==> config.mk <==
export PLATFORM = sky130hd
export DESIGN_NAME = sdram_log_writer
export DESIGN_NICKNAME = d
export VERILOG_FILES = /design/src/rtl/sdram_log_writer.sv
export SDC_FILE = /design/constraint.sdc
export NUM_CORES = 1
export LEC_CHECK = 0
export ABC_AREA = 1
export CAP_MARGIN = 20
export CORE_MARGIN = 2
export CORE_UTILIZATION = 45
export CTS_BUF_LIST = sky130_fd_sc_hd__clkbuf_8
export DETAILED_ROUTE_END_ITERATION = 10
export GPL_ROUTABILITY_DRIVEN = 0
export GPL_TIMING_DRIVEN = 0
export PLACE_DENSITY = 0.63
export SLEW_MARGIN = 20
export SYNTH_ARGS = -nofsm -noshare
export SYNTH_HDL_FRONTEND = slang
export SYNTH_SLANG_ARGS = --single-unit
==> constraint.sdc <==
create_clock -name CLK_48MHZ -period 2.26 [get_ports CLK_48MHZ]
set_input_delay 0.452 -clock CLK_48MHZ [delete_from_list [all_inputs] [get_ports CLK_48MHZ]]
set_output_delay 0.452 -clock CLK_48MHZ [all_outputs]
set_load 0.05 [all_outputs]
Figure 1. Clock nets (run 1).
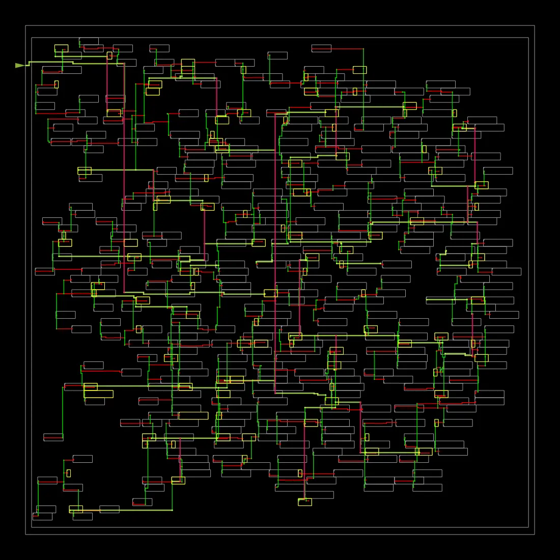
Clock Latency Late Sink: 610 ps
clock buffers: 65
seq_cells: 361

Figure 2. Logic cells by family (run 1).
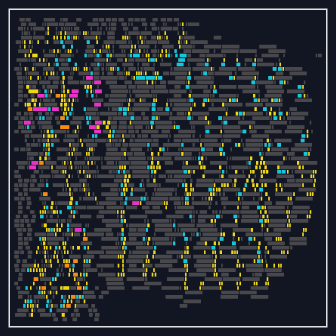
legend:
  NAND gates:
    colour: yellow
    cells: 583
    most_used: nand2_1
    where: all over the die
  inverting AOI/OAI gates:
    colour: cyan
    cells: 187
    most_used: o211ai_1
    where: all over the die
  adder and majority cells:
    colour: magenta
    cells: 17
    most_used: ha_1
  XOR/XNOR gates:
    colour: orange
    cells: 15
    most_used: xnor2_1
Cell Count, Final, Fillers Out: 2448
Comb/total area: 0.2628
Commonest Layout Cell: nand2_1

Figure 3. Placement by cell class (run 1).
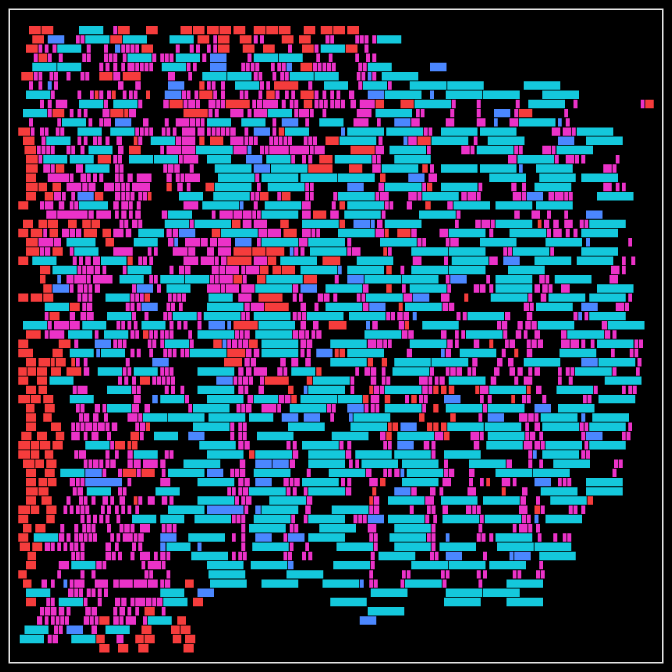
legend:
  clock drivers and dummy loads:
    colour: blue
    cells: 107
  other buffers and delay cells:
    colour: red
    cells: 282
  flip-flops:
    colour: cyan
    cells: 361
  all other logic:
    colour: magenta
    cells: 1243
flop share of the area: 0.4969
row count: 68

Figure 4. Register map, names as in the netlist (run 1).
Other sequential cells in the stronger grey, the rest of the logic in the fainter grey.
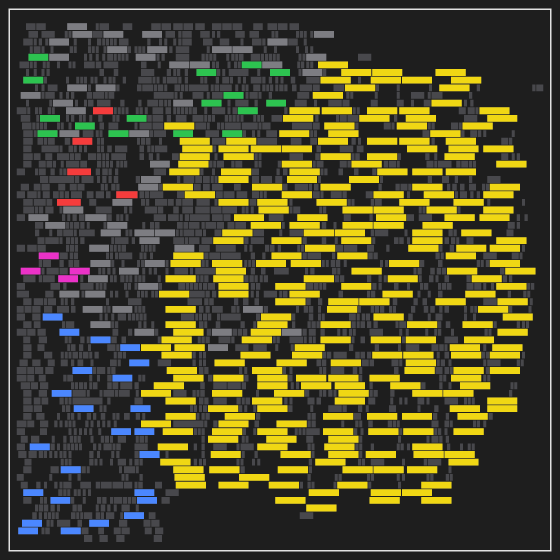
legend:
  `WR_ADDR`:
    colour: blue
    placed_flops: 24
    where: lower left
  `FIFO_LEVEL`:
    colour: red
    placed_flops: 5
  `tmo_cnt_q`:
    colour: magenta
    placed_flops: 4
    where: middle left
  `stage_data_q`:
    colour: green
    placed_flops: 16
  `fifo_mem`:
    colour: yellow
    placed_flops: 256
Seq group: 8.64 mW
Register Area: 9799 um^2
Core Util, Final: 0.5682

==> notes.md, run 1 <==
yosys + openroad results -> status=complete, but fails checks, failing checks=setup timing, Max Slew Vio Count=0, slowest CP cell=dfxtp_4, simple-gate share of the synthesized area=0.2148, final setup fails=43, Starting Density=0.4595, Clk network pwr share=0.272, syn avg cell area=9.305 um^2, Power Dens Cells=1007 nW/um^2, hold buffers post-CTS=0, cell count along the critical path=11, Worst Path Required=1810 ps, maximum vdd ir drop=0.9112 mV, worst hold-check path type=in -> reg, Top Family by Delay on Critical Path=simple AND/OR/NAND/NOR gates, routed length on met3=4.040 mm, worst relative slew slack=0.5101, clock tree sinks=361, NonClk Buf Share=0.1208, slack of the critical path=-380.8 ps, Floorplan Nets=1775, Die X-Extent=192.3 um, CTS Root Cell=clkbuf_8, final worst-path cycle share=1.168, non-clock buffer count in the final layout=282, htree depth=2, Synth top cells by count=nand2_1, edfxtp_1, nor2_1, count of library flops with an enable pin=256, combinational gates=1064, via count=12695, WHS Path Cells=3
==> inputs of run 2 (changes only) <==
Settings changed: RECOVER_POWER from default to 50.
==> run 2 against run 1 <==
The run still ends with setup timing left. Global-route usage unchanged. First-iteration DRC count up 6.6%. Sequential share of layout area about the same. Total power about the same. Via count up 0.32%. Clock power about the same. Critical path depth unchanged. Largest power group unchanged. Highest routed layer unchanged.
==> notes.md, run 2 <==
yosys + openroad results -> cell count along the critical path=11, Register Area=9799 um^2, Power Dens Cells=1008 nW/um^2, Comb/total area=0.2627, slowest CP cell=dfxtp_4, seq_cells=361, Core Util, Final=0.5678, slack of the critical path=-386.9 ps, clock tree sinks=361, simple-gate share of the synthesized area=0.2148, syn avg cell area=9.305 um^2, status=complete, but fails checks, failing checks=setup timing, via count=12735, htree depth=2, CTS Root Cell=clkbuf_8, row count=68, Max Slew Vio Count=0, final setup fails=43, final worst-path cycle share=1.171
Figure 5. Routed clock nets over the placement (run 2).
The bar under the picture is 50 um long.
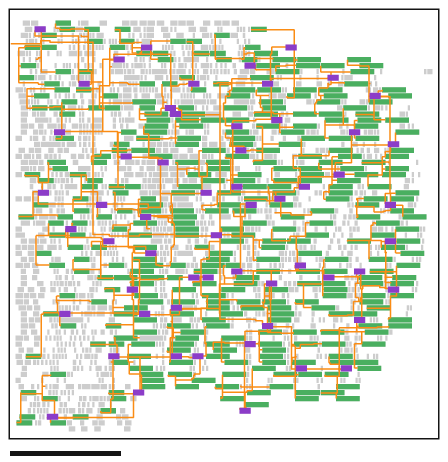
legend:
  flip-flops:
    colour: green
    count: 361
  clock wires:
    colour: orange
    length: 4670 um
  cells driving clock nets:
    colour: purple
    count: 58
flops lie: all over the die
routed clock nets: 59
Clock Skews: 26.84 ps
clock-net power: 5.41 mW
Clk network pwr share: 0.272

==> inputs of run 3 (changes only) <==
Settings changed: GPL_ROUTABILITY_DRIVEN 0 to default, HOLD_SLACK_MARGIN from default to 0.08, PLACE_DENSITY 0.63 to 0.65.
==> run 3 against run 2 <==
The flow still finishes with violations (setup timing). Global-route usage rose by 0.21 points. Critical path depth unchanged. First-iteration DRC count fell by 5.2%. Flip-flop count did not move. Cell area fell by 0.21%. Register-to-register slack better by 420 ps. Count of clock-buffer cells in the layout is 3 lower. Critical path type unchanged. Largest power group unchanged. Highest routed layer is now met4.
==> notes.md, run 3 <==
yosys + openroad results -> Worst Path Required=1810 ps, crit path cell chain=inv_4 > ha_4 > nand2_1 > nor2_1 > ha_1 > nand3b_1 > nor2_1 > nand3_1 > nand2_2 > inv_2 > buf_6, row count=68, syn avg cell area=9.305 um^2, Floorplan Nets=1775, final worst-path cycle share=1.139, Max Slew Vio Count=0, clock-net power=5.51 mW, final setup fails=1, placed cell areas=18010 um^2, worst hold-check path type=in -> reg, htree depth=2, routed length on met3=4.085 mm, Synth async-reset ratio=0, count of library flops with an enable pin=256, slowest CP cell=dfxtp_4, number of global-route vias before repair=12517, NonClk Buf Share=0.1172, Clk network pwr share=0.279, Register Area=9799 um^2, worst relative slew slack=0.4891, status=complete, but fails checks, Seq group=8.63 mW, ClkCell Share=0.05821, maximum vdd ir drop=0.9153 mV, hold buffers post-CTS=0, failing checks=setup timing, combinational gates=1064, clock tree sinks=361, Core Util, Final=0.5666, Power Dens Cells=1006 nW/um^2, CTS Root Cell=clkbuf_8, Clock Skews=28.20 ps, WHS Path Cells=3, Clock Latency Late Sink=620 ps, diodes inserted=0, CTS tree=built, M2 GR Usage=0.4008, Comb/total area=0.2630, max-cap violations=0, seq_cells=361, non-clock buffer count in the final layout=274, Top Family by Delay on Critical Path=simple AND/OR/NAND/NOR gates, via count=12881, slack of the critical path=-314.4 ps, global-route usage over all layers=0.2511, simple-gate share of the synthesized area=0.2148, Top Consumer=registers, Seq/Total Area, Yosys=0.6138
Figure 6. Placement by cell class (run 3).
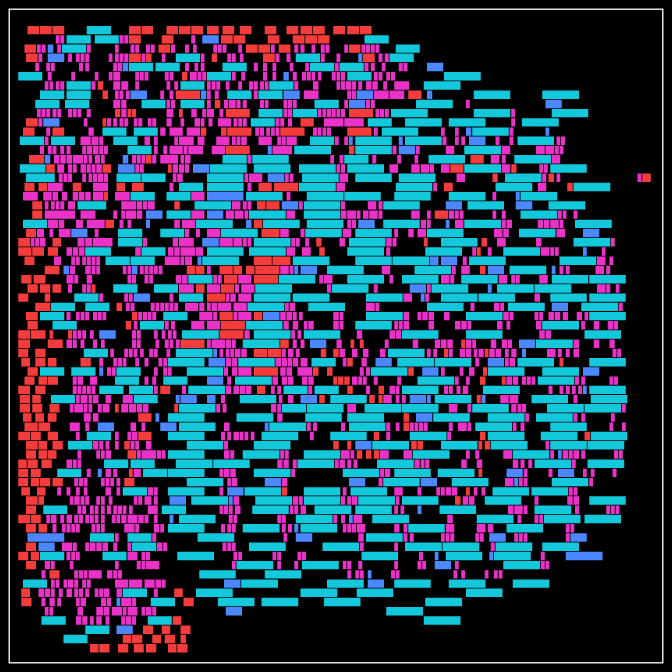
legend:
  all other logic:
    colour: magenta
    cells: 1243
  other buffers and delay cells:
    colour: red
    cells: 274
  clock drivers and dummy loads:
    colour: blue
    cells: 113
  flip-flops:
    colour: cyan
    cells: 361
placeable core area: 34710 um^2
flop share of the area: 0.4983

Power is estimated from default activity; no workload was simulated.
